File: config.mk
export PLATFORM = sky130hd
export DESIGN_NAME = riscv_next_strategy_ras_jump
export DESIGN_NICKNAME = d
export VERILOG_FILES = /design/src/rtl/riscv_next_strategy_ras_jump.sv
export SDC_FILE = /design/constraint.sdc
export NUM_CORES = 1
export LEC_CHECK = 0
export CORE_MARGIN = 2
export CORE_UTILIZATION = 40
export DETAILED_ROUTE_END_ITERATION = 7
export MAX_ROUTING_LAYER = met4
export REMOVE_ABC_BUFFERS = 1
export SYNTH_ARGS = -nofsm -noshare
export SYNTH_HDL_FRONTEND = slang
export SYNTH_SLANG_ARGS = --single-unit
File: constraint.sdc
create_clock -name clk -period 12.11 [get_ports clk]
set_input_delay 2.422 -clock clk [delete_from_list [all_inputs] [get_ports clk]]
set_output_delay 2.422 -clock clk [all_outputs]
set_load 0.05 [all_outputs]
File: src/rtl/riscv_next_strategy_ras_jump.sv
// ID-stage next-PC strategy: injects direct-jump targets and predicts returns
// from a circular return-address stack that is pushed on calls and popped on returns.
module riscv_next_strategy_ras_jump #(
    parameter int unsigned ADDR_WIDTH = 64,
    parameter int unsigned RAS_DEPTH  = 8,
    parameter int unsigned CNT_WIDTH  = $clog2(RAS_DEPTH) + 1
) (
    input  logic                  clk,
    input  logic                  nreset,
    input  logic                  enable,
    input  logic                  i_id_valid,
    input  logic                  i_id_flush,
    input  logic [ADDR_WIDTH-1:0] i_id_pc,
    input  logic [ADDR_WIDTH-1:0] i_id_imm,
    input  logic                  i_id_compressed,
    input  logic                  i_id_jal,
    input  logic                  i_id_jalr,
    input  logic [4:0]            i_id_rd,
    input  logic [4:0]            i_id_rs1,
    input  logic                  i_ex_mispredict,
    output logic                  o_inject,
    output logic [ADDR_WIDTH-1:0] o_inject_addr,
    output logic [CNT_WIDTH-1:0]  o_ras_count
);

    localparam int unsigned PTR_WIDTH = $clog2(RAS_DEPTH);

    logic [ADDR_WIDTH-1:0] mem_q [RAS_DEPTH];
    logic [ADDR_WIDTH-1:0] mem_d [RAS_DEPTH];
    logic [PTR_WIDTH-1:0]  tp_q;
    logic [PTR_WIDTH-1:0]  tp_d;
    logic [CNT_WIDTH-1:0]  cnt_q;
    logic [CNT_WIDTH-1:0]  cnt_d;

    logic                  act;
    logic                  rd_link;
    logic                  rs1_link;
    logic                  call;
    logic                  ret;
    logic                  ras_nonempty;
    logic                  ras_full;
    logic                  do_push;
    logic                  do_pop;
    logic [ADDR_WIDTH-1:0] link_addr;
    logic [ADDR_WIDTH-1:0] jal_target;

    // Instruction classification following the RISC-V link-register hint table
    always_comb begin
        act          = i_id_valid && !i_id_flush;
        rd_link      = (i_id_rd == 5'd1) || (i_id_rd == 5'd5);
        rs1_link     = (i_id_rs1 == 5'd1) || (i_id_rs1 == 5'd5);
        call         = act && (i_id_jal || i_id_jalr) && rd_link;
        ret          = act && i_id_jalr && rs1_link && !(rd_link && (i_id_rd == i_id_rs1));
        ras_nonempty = (cnt_q != '0);
        ras_full     = (cnt_q == CNT_WIDTH'(RAS_DEPTH));
        do_pop       = ret && ras_nonempty;
        do_push      = call;
        link_addr    = i_id_pc + (i_id_compressed ? ADDR_WIDTH'(2) : ADDR_WIDTH'(4));
        jal_target   = i_id_pc + i_id_imm;
    end

    // Zero-latency redirect; the address defaults to the jal target when idle
    always_comb begin
        o_inject      = 1'b0;
        o_inject_addr = jal_target;
        o_ras_count   = cnt_q;
        if (act && i_id_jal) begin
            o_inject = 1'b1;
        end else if (act && i_id_jalr && (i_id_rs1 == 5'd0)) begin
            o_inject      = 1'b1;
            o_inject_addr = i_id_imm;
        end else if (do_pop) begin
            o_inject      = 1'b1;
            o_inject_addr = mem_q[tp_q];
        end
    end

    // Stack update; a mispredict only drops the count so tp and entries stay put
    always_comb begin
        tp_d  = tp_q;
        cnt_d = cnt_q;
        mem_d = mem_q;
        if (enable) begin
            if (i_ex_mispredict) begin
                cnt_d = '0;
            end else if (do_pop && do_push) begin
                mem_d[tp_q] = link_addr;
            end else if (do_pop) begin
                tp_d  = tp_q - PTR_WIDTH'(1);
                cnt_d = cnt_q - CNT_WIDTH'(1);
            end else if (do_push) begin
                tp_d        = tp_q + PTR_WIDTH'(1);
                mem_d[tp_d] = link_addr;
                cnt_d       = ras_full ? cnt_q : cnt_q + CNT_WIDTH'(1);
            end
        end
    end

    always_ff @(posedge clk or negedge nreset) begin
        if (!nreset) begin
            tp_q  <= '0;
            cnt_q <= '0;
            for (int i = 0; i < int'(RAS_DEPTH); i++) begin
                mem_q[i] <= '0;
            end
        end else begin
            tp_q  <= tp_d;
            cnt_q <= cnt_d;
            for (int i = 0; i < int'(RAS_DEPTH); i++) begin
                mem_q[i] <= mem_d[i];
            end
        end
    end

endmodule

==> out/metrics.yaml, run 1 <==
pwr:
  power.total_uw: 4420
  ir_drop_uv: 94.9
  power_density_nw_per_um2: 133
detailed_routing:
  ant_nets: 0
  route.detailed.drc: 0
  drtIter0Drc: 1777
  drtPass1Iterations: 5
  vias: 23300
  avgRoutedWirePerCell_um: 22.3
worst_setup_path:
  rr_startpoint: "tp_q[0]"
  crit_type: "primary input to output pin"
  crit_path_max_fanout: 9
  required_ns: 9.69
  critPathLaunch: "i_id_pc[0]"
  cp-end-kind: "output pin"
  critPathLaunchType: "primary input"
cells_and_area:
  final_area_um2: 33200
  largestClassByArea: "logic gates"
  stdcell_count: 4018
  ff_count: 519
  antenna_cells: 3
  fin_nets: 3260
  n_all_buffers: 243
  nonClkBufAreaFrac: 0.0721
  drive_gt1_frac: 0.0946
  clkCellAreaFrac: 0.0533
  fillers: 6548
placement:
  place_area_um2: 31400
  dp.cells: 3923
  place.gp.congestion: 0.927
  portBuffers: 215
synthesis:
  simple_gate_area_frac: 0.133
  yosys_most_used_dff: "dfrtp_1"
  yosys-stat-area_um2: 28500
  synth.distinct_cells: 77
  synthArstFlopShare: 1.00
  synth_area_per_cell_um2: 9.66
  synth_top_cell_by_area: "dfrtp_1"
  top_cells_by_count: "dfrtp_1 (519), nand2_1 (416), o21ai_0 (356)"
  synth-xor-area-share: 0.0356
  aoi_share: 0.178
  ys_top_logic_family: "AND-OR/OR-AND gates"
  ys.flops: 519
  yosysWarnings: 0
  synthAdderAreaFrac: 0.0333
  syn_inst: 2950
  yosysSeqAreaShare: 0.456
  ys_cells: 2950
clock_tree:
  cts_tree: "done"
  cts_sinks: 519
  clk_latency_ns: 0.60
  clock_path_buffers: 3
  cts_resized: 0
  postCtsHoldBufs: 0
hold_path:
  whs_endpoint: "mem_q[118]"
  hold_start: "mem_q[118]"
  hold_class: "flop to flop"
sta:
  slew_viol_final: 0
  worst_slack_ns: 2.38
  slew_headroom: 0.277
  hold_viol: 0
  fin_tns_setup_ns: 0
  setup_viol: 0
  max_slew.worst_pin.slew_ns: 1.08
  finalCriticalPeriod_ns: 9.73
  fmax_mhz: 103
  finalHoldWorstSlack_ns: 0.473
die:
  tap_cells: 940
  fp-utilization: 0.406
  io_pins: 216
  dieWidth_um: 271
  die_area_um2: 73400
global_routing:
  overflow: 0
  grt_max_degree: 173
  track_usage: 0.250
  grt_pass1_wl_um: 139000
job:
  maxCapViolCount: 0
run_status:
  outcome: "finished clean"
-- run 1: worst max-delay path, cell delays in order --
cell,delay (ns)
clkdlybuf4s50_1,0.65
ha_1,0.25
a21o_1,0.17
nand4_1,0.16
a311o_1,0.49
a2111oi_2,0.41
o2111ai_1,0.44
o211ai_1,0.75
nand3_1,0.26
a21o_1,0.22
a211oi_1,0.22
clkdlybuf4s50_1,0.84
-- run 1: cell usage in the layout, fill, tap and decap left out, drive strengths merged, types with 11 or more instances in the layout --
master	netlist	layout
dfrtp	519	519
nand2	416	416
o21ai	359	359
a21oi	306	306
nor2	297	297
clkdlybuf4s50	0	214
mux4	128	128
xor2	77	77
clkbuf	165	73
ha	71	71
mux2i	64	64
a21o	58	58
o22ai	46	46
nand3	40	40
xnor2	39	39
inv	36	37
nand4	34	34
buf	45	29
and3	28	28
nor3	26	26
a31oi	22	22
mux2	19	19
o21bai	14	14
o21a	12	12
clkinv	0	11
-- run 1: worst max path at each step --
stage                     slack [ns]                end
after global routing            2.21  o_inject_addr[60]
after CTS                       2.43  o_inject_addr[63]
after global placement          2.47  o_inject_addr[59]
after floorplan                 0.32         mem_q[320]
final                           2.38  o_inject_addr[63]
after detailed placement        2.44  o_inject_addr[63]
-- run 1: per-layer routing --
layer  part of all wire  wire length, um  track usage
met3              0.052             4700       0.0303
met2               0.48            43000        0.401
met1               0.43            39000        0.330
met4              0.035             3100       0.0846
met5                  0                0            -
-- run 1: sequential cells by signal, indices dropped and copies added, names as in the netlist --
| name | flops |
|---|---|
| mem_q | 512 |
| tp_q | 3 |
| o_ras_count | 4 |
-- run 1: report_power, final --
group          total (uW)  leakage (uW)  switching (uW)  internal [uW]
logic                 912       0.00594             573            339
registers            1830       0.00718            44.1           1780
clock network        1680      0.000872             692            987
Figure 1. Sequential cells grouped by signal name (run 1).
Other cells in grey.
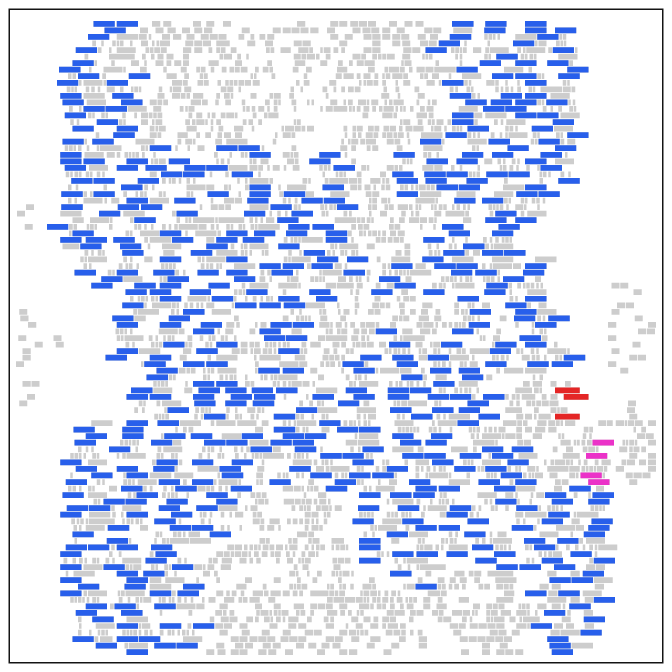
[`mem_q`] blue | sequential cells: 512 | where: widely spread
[`o_ras_count`] magenta | sequential cells: 4
[`tp_q`] red | sequential cells: 3
post-layout util: 0.472
register area: 13000 um2
seq pwr: 1830 uW
Seq area share: 0.392

Figure 2. Routed clock nets over the placement (run 1).
Bar = 100 um.
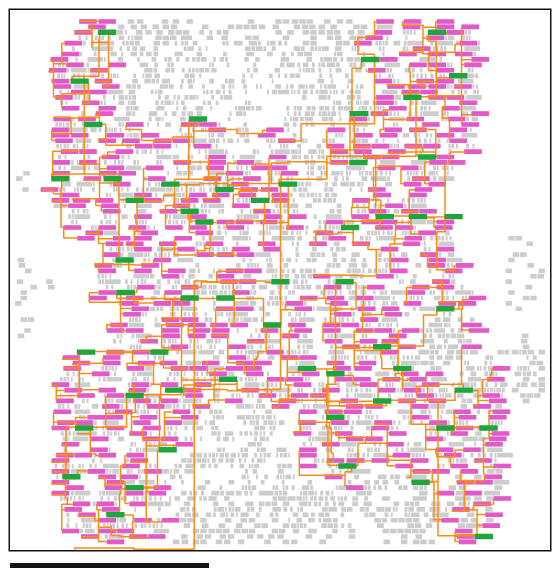
[cells driving clock nets] green | count: 54
[clock wires] orange | length: 6650 um
[flip-flops] magenta | count: 519
routed clock nets: 55
flops lie: widely spread

Figure 3. Metal 4 (run 1).
Cells faint in the background.
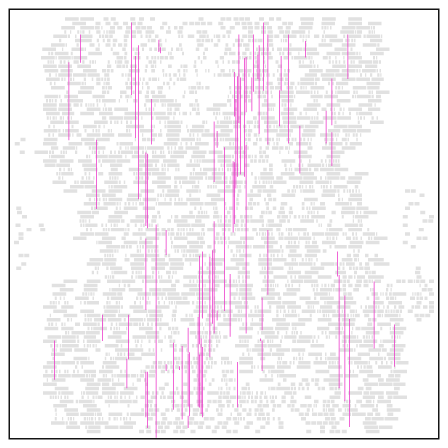
nets with wire on the layer: 56
wire length on this layer: 3100 um

Figure 4. Ports around the boundary (run 1).
Pins as bars across the die edge, other pins in grey.
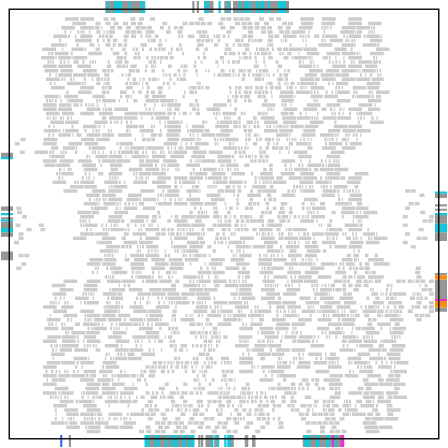
[`o_ras_count`] magenta | pins: 4 | direction: output | edge: 3 south, 1 east
[`clk`] blue | pins: 1 | direction: input | edge: south
[`i_id_pc`] cyan | pins: 64 | direction: input | edge: 27 south, 26 north, 6 east, 5 west
[`i_id_rs1`] orange | pins: 5 | direction: input | edge: east

Figure 5. Routing congestion (run 1).
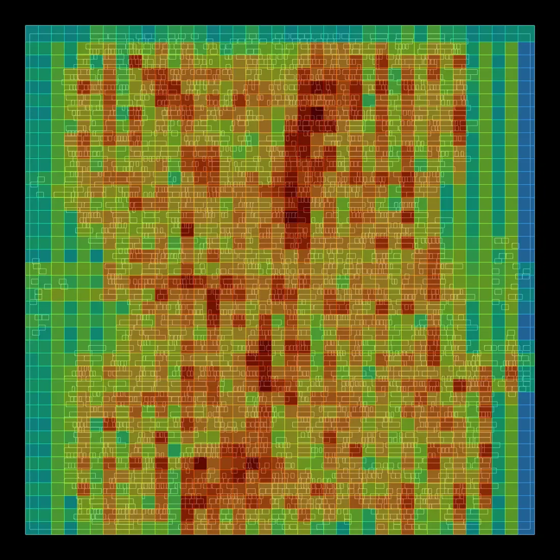

## Run 2: what changed since run 1
==> constraint.sdc (replaced) <==
create_clock -name clk -period 8 [get_ports clk]
set_input_delay 1.6 -clock clk [delete_from_list [all_inputs] [get_ports clk]]
set_output_delay 1.6 -clock clk [all_outputs]
set_load 0.05 [all_outputs]
Figure 6. Routing congestion (run 2).
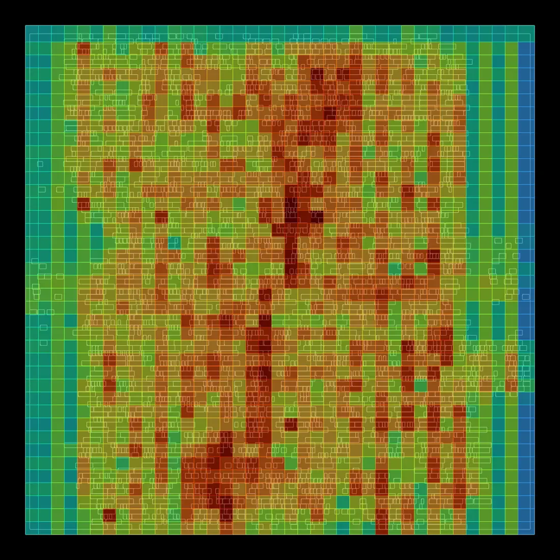
Tot GR Track Use: 0.251
routed len/inst: 22.1 um
met3 GRT Util: 0.0361
met1 global-route usage: 0.325

==> run 2 against run 1 <==
- critical path depth did not move
- total power rose by 56%
- global-route usage rose by 0.078 points
- register-to-register slack got worse by 3.8 ns
- first-iteration DRC count rose by 7.4%
- worst setup slack got worse by 2.0 ns
- routed wire length fell by 0.20%
- worst hold slack improved by 0.0022 ns
- die area did not move
- area after synthesis did not move
- synthesized cell count did not move
- non-clock buffer count rose by 19
- critical endpoint is now o_inject_addr[58]
- largest cell class unchanged
- highest routed layer unchanged
==> out/metrics.yaml, run 2 <==
worst_setup_path:
  worst_path_max_delay_cell: "clkdlybuf4s50_1"
  crit_type: "primary input to output pin"
  path_delay_family: "AND-OR/OR-AND gates"
  crit_chain: "clkdlybuf4s50_1, ha_1, nand4_4, or4_1, o41a_1, a211o_1, a21o_1, a211oi_4, o2111ai_1, a211o_1, o211ai_1, clkdlybuf4s50_1"
  rr_startpoint: "o_ras_count[1]"
  cp_num_buf_inv: 2  # unchanged
  required_ns: 6.40  # -3.29 ns
  critPathLaunchType: "primary input"
  cp_num_cells: 12  # unchanged
  crit_path_max_fanout: 8  # -1
  critPathLaunch: "i_id_pc[14]"
  cp-end-kind: "output pin"
cells_and_area:
  final_core_util: 0.478  # +0.00621
  largest_reg_flops: 512  # unchanged
  top_register: "mem_q"
  nonClkBufAreaFrac: 0.0796  # +0.00748
  largestClassByArea: "logic gates"
  mostFrequentLayoutCell: "dfrtp_1"
  sh_seq_area: 0.387  # -0.00509
  final_cell_mix: "dfrtp_1 (516), nand2_1 (414), o21ai_0 (355), a21oi_1 (305), nor2_1 (293)"
  stdcell_count: 4049  # +0.77%
  clkCellAreaFrac: 0.0577  # +0.00441
  area.sequential_um2: 13000  # unchanged
  antenna_cells: 5  # +2
  n_all_buffers: 262  # +7.8%
synthesis:
  yosysWarnings: 0  # unchanged
  ys.flops: 519  # unchanged
  syn_inst: 2950  # unchanged
  yosys-stat-area_um2: 28500  # unchanged
  yosysSeqAreaShare: 0.456  # unchanged
  yosys_most_used_dff: "dfrtp_1"
  synth_dominant_cell_count: "dfrtp_1"
  synth_area_per_cell_um2: 9.66  # unchanged
  ys_cells: 2950  # unchanged
  synth.distinct_cells: 77  # unchanged
  synth_top_cell_by_area: "dfrtp_1"
  top_cells_by_count: "dfrtp_1 (519), nand2_1 (416), o21ai_0 (356)"
  synthArstFlopShare: 1.00  # unchanged
detailed_routing:
  drtPass1Iterations: 5  # unchanged
  vias: 23300  # -0.18%
  ant_nets: 0  # unchanged
  route.detailed.drc: 0  # unchanged
  drtIter0Drc: 1909  # +7.4%
clock_tree:
  cts_tree: "done"
  cts_sinks: 519  # unchanged
  clk_latency_ns: 0.62  # +0.02 ns
  cts_resized: 0  # unchanged
  clock_path_buffers: 3  # unchanged
hold_path:
  hold_start: "mem_q[135]"
  hold_class: "flop to flop"
placement:
  place_area_um2: 31600  # +0.83%
  place.gp.congestion: 0.937  # +1.0%
  portBuffers: 215  # unchanged
  dp.cells: 3942  # +0.48%
pwr:
  power.total_uw: 6890  # +56%
  ir_drop_uv: 159  # +67%
  power_density_nw_per_um2: 205  # +54%
run_status:
  outcome: "finished clean"
sta:
  fin_tns_setup_ns: 0  # unchanged
  finalHoldWorstSlack_ns: 0.475  # +0.00215 ns
  worst_slack_ns: 0.377  # -2.00 ns
  finalCriticalPeriod_ns: 7.62
  slew_viol_final: 0  # unchanged
  fmax_mhz: 131
  hold_viol: 0  # unchanged
  setup_viol: 0  # unchanged
  slew_headroom: 0.175  # -0.102
  max_slew.worst_pin.slew_ns: 1.23  # +0.146 ns
die:
  io_pins: 216  # unchanged
  dieWidth_um: 271  # unchanged
  tap_cells: 940  # unchanged
  die_area_um2: 73400  # unchanged
  fp-utilization: 0.406  # unchanged
global_routing:
  grt_max_degree: 125  # -28%
  overflow: 0  # unchanged
  grt_pass1_wl_um: 141000  # +0.82%
job:
  maxCapViolCount: 0  # unchanged
Figure 7. Routed clock nets over the placement (run 2).
Bar = 100 um.
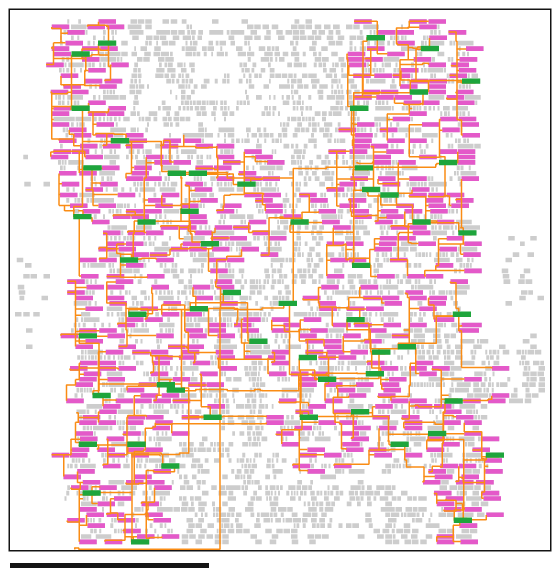
[cells driving clock nets] green | count: 55
[flip-flops] magenta | count: 519
[clock wires] orange | length: 6650 um
flops lie: widely spread
routed clock nets: 56

## run 2: cell types whose count changed in the layout (fill, tap and decap cells not counted), moves of 2 or more
cell | previous run | this run
buf_12 | 2 | 17
buf_4 | 26 | 49
bufinv_16 | 5 | 8
clkbuf_16 | 55 | 57
clkdlybuf4s50_1 | 214 | 195
clkinv_2 | 10 | 12
clkinv_4 | 1 | 4
diode_2 | 3 | 5
nand2_4 | 0 | 2
nand2_8 | 2 | 0
## run 2: worst min-delay path: stages, from the launching register on
cell     delay, ns
dfrtp_1       0.34
nand2_1       0.05
o21ai_0       0.06
## run 2: metal layers
metal	vias up	routed length, um	GRT usage
li1	10800	-	-
met1	11700	38400	0.325
met2	690	43700	0.407
met3	150	4690	0.0361
met4	0	2780	0.0814
met5	-	0	-
## run 2: path summary, 6_finish.rpt
kind	endpoint	slack, ns
worst max-delay path	o_inject_addr[58]	0.38
worst min-delay path	mem_q[135]	0.48
worst max register to register	mem_q[111]	3.61
worst min register to register	mem_q[135]	0.48
max in group asynchronous	mem_q[314]	5.19
min in group asynchronous	mem_q[401]	1.01
## run 2: kinds of logic (layout without fill, tap and decap cells)
kind of cell    after synthesis  in the layout  synth area share
mux                         211            211             0.131
flops                       519            519             0.456
xor+xnor                    116            116            0.0356
other cells                   0              5                 0
compound gates              892            892             0.178
buf+inv                     246            400            0.0331
fa+ha+maj                    74             74            0.0333
simple gates                892            892             0.133
## run 2: where the power goes
part           internal, uW  leakage [uW]  total [uW]  switching, uW
combinational           528       0.00614        1390            867
clock                  1640      0.000956        2730           1080
sequential             2700       0.00718        2770           70.5
Figure 8. Metal 4 (run 2).
Cells faint in the background.
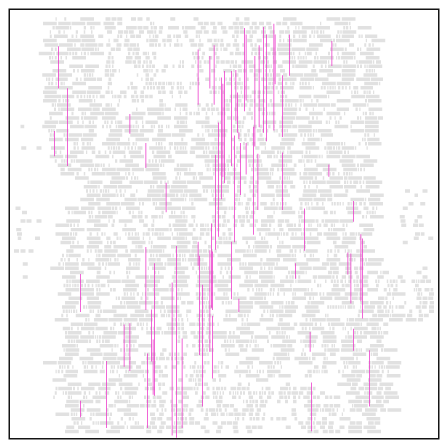

## Run 3: what changed since run 2
--- a/config.mk
+++ b/config.mk
@@ -5,6 +5,7 @@
 export SDC_FILE = /design/constraint.sdc
 export NUM_CORES = 1
 export LEC_CHECK = 0
+export CORE_ASPECT_RATIO = 1.25
 export CORE_MARGIN = 2
 export CORE_UTILIZATION = 40
 export DETAILED_ROUTE_END_ITERATION = 7
Figure 9. Metal 4 (run 3).
Cells faint in the background.
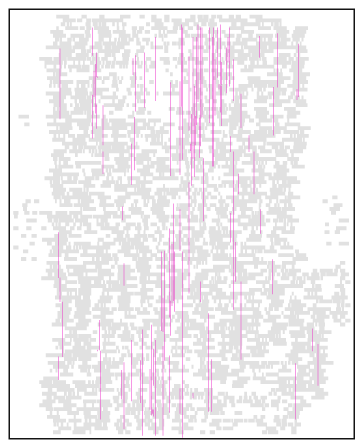
main direction: vertical
share of all routed wire: 4.4%
wire length on this layer: 3940 um
longest straight run: 131 um
nets with wire on the layer: 73

Figure 10. Routed clock nets over the placement (run 3).
Bar = 50 um.
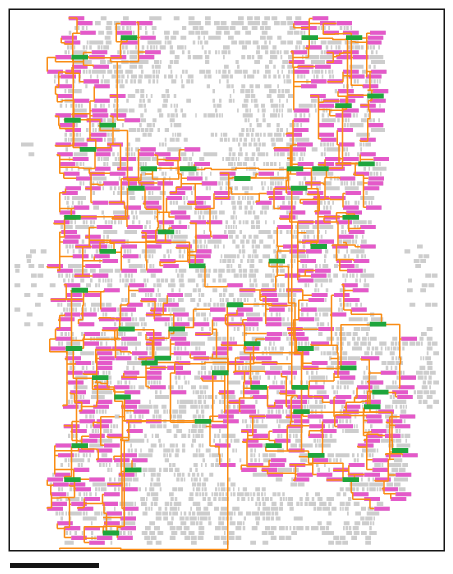
[flip-flops] magenta | count: 519
[clock wires] orange | length: 6730 um
[cells driving clock nets] green | count: 52
routed clock nets: 53
flops lie: widely spread

==> run 3 against run 2 <==
- via count increased by 0.67%
- fmax decreased by 4.5%
- critical path type unchanged
- clock skew increased by 0.0018 ns
- flip-flop count unchanged
- critical path depth unchanged
- routed wire length increased by 0.44%
- combinational power about the same
- final cell count decreased by 0.22%
- worst setup slack got worse by 0.36 ns
- non-clock buffer count decreased by 3
- global-route usage about the same
==> out/metrics.yaml, run 3 <==
synthesis:
  top_cells_by_count: "dfrtp_1 (519), nand2_1 (416), o21ai_0 (356)"
  synthArstFlopShare: 1.00  # unchanged
  syn_inst: 2950  # unchanged
  yosysWarnings: 0  # unchanged
  ys.flops: 519  # unchanged
  synth.distinct_cells: 77  # unchanged
  synth_top_cell_by_area: "dfrtp_1"
  yosys-stat-area_um2: 28500  # unchanged
sta:
  max_slew.worst_pin.slew_ns: 1.18  # -0.0527 ns
  finalCriticalPeriod_ns: 7.98  # +0.357 ns
  slew_viol_final: 0  # unchanged
  setup_viol: 0  # unchanged
  fmax_mhz: 125  # -4.5%
hold_path:
  hold_start: "mem_q[109]"
  hold_class: "flop to flop"
  whs_endpoint: "mem_q[109]"
cells_and_area:
  n_all_buffers: 259  # -1.1%
  final_cell_mix: "dfrtp_1 (516), nand2_1 (414), o21ai_0 (355), a21oi_1 (305), nor2_1 (293)"
  stdcell_count: 4040  # -0.22%
  sh_seq_area: 0.389  # +0.00171
  nonClkBufAreaFrac: 0.0792  # -0.000397
  antenna_cells: 5  # unchanged
  clkCellAreaFrac: 0.0542  # -0.00352
global_routing:
  overflow: 0  # unchanged
  grt_max_degree: 192  # +54%
  grt_pass1_wl_um: 139000  # -0.80%
  track_usage: 0.252  # +0.000310
worst_setup_path:
  rr_startpoint: "tp_q[1]"
  crit_type: "primary input to output pin"
  r2r_end: "mem_q[144]"
  required_ns: 6.40  # about the same
clock_tree:
  cts_sinks: 519  # unchanged
  cts_resized: 0  # unchanged
  clk_latency_ns: 0.61  # about the same
  cts_tree: "done"
detailed_routing:
  drtIter0Drc: 1917  # +0.42%
  drtPass1Iterations: 5  # unchanged
  avgRoutedWirePerCell_um: 22.3  # +0.67%
  vias: 23400  # +0.67%
die:
  tap_cells: 943  # +0.32%
  fp-utilization: 0.404  # -0.00215
  dieWidth_um: 243  # -10%
  die_area_um2: 73400  # about the same
placement:
  place.gp.congestion: 0.943  # +0.62%
  portBuffers: 215  # unchanged
  dp.cells: 3942  # unchanged
run_status:
  outcome: "finished clean"
pwr:
  pwr-share-seq: 0.409  # +0.007
  power_density_nw_per_um2: 202  # -1.4%
  swShare: 0.296  # +0.00337
-- run 3: cell counts after synthesis --
No cell type changed its count.
-- run 3: kinds of logic after synthesis --
group           after synthesis  synth area share
xor+xnor                    116            0.0356
flops                       519             0.456
mux                         211             0.131
compound gates              892             0.178
fa+ha+maj                    74            0.0333
simple gates                892             0.133
buf+inv                     246            0.0331
-- run 3: critical path, cell delays in order --
cell and delay [ns]:
clkdlybuf4s50_1 0.53, ha_1 0.46, nand4_1 0.13, o21ai_0 0.09, a31oi_1 0.50, a31oi_1 0.24, o21ai_0 0.60, nand2_1 0.30
a31oi_1 0.62, o21ai_0 0.24, a221o_1 0.35, clkdlybuf4s50_1 0.70
-- run 3: metal layers --
metal,global-route usage,share of wire,up-vias
met5,-,0,-
met4,0.107,0.044,0
met3,0.0294,0.048,227
met2,0.408,0.49,714
met1,0.321,0.42,11700
li1,-,-,10800
-- run 3: worst max-delay path by stage --
| stage | start | end | cells past startpoint |
|---|---|---|---|
| 2_1_floorplan | tp_q[0] | mem_q[320] | 6 |
| 3_3_place_gp | i_id_pc[8] | o_inject_addr[57] | 12 |
| 3_5_place_dp | i_id_pc[8] | o_inject_addr[57] | 12 |
| 4_1_cts | i_id_pc[6] | o_inject_addr[57] | 12 |
| 5_1_grt | i_id_pc[6] | o_inject_addr[57] | 12 |
| 6_report | i_id_pc[8] | o_inject_addr[57] | 12 |
-- run 3: power groups by stage --
stage / registers (uW) / logic (uW) / clock network [uW]
floorplan: 2850 / 832 / 0
global placement: 2810 / 1390 / 0
detailed placement: 2820 / 1400 / 0
CTS: 2770 / 1400 / 2650
global route: 2780 / 1490 / 2750
finish: 2770 / 1400 / 2600
Power and IR drop assume default switching activity.
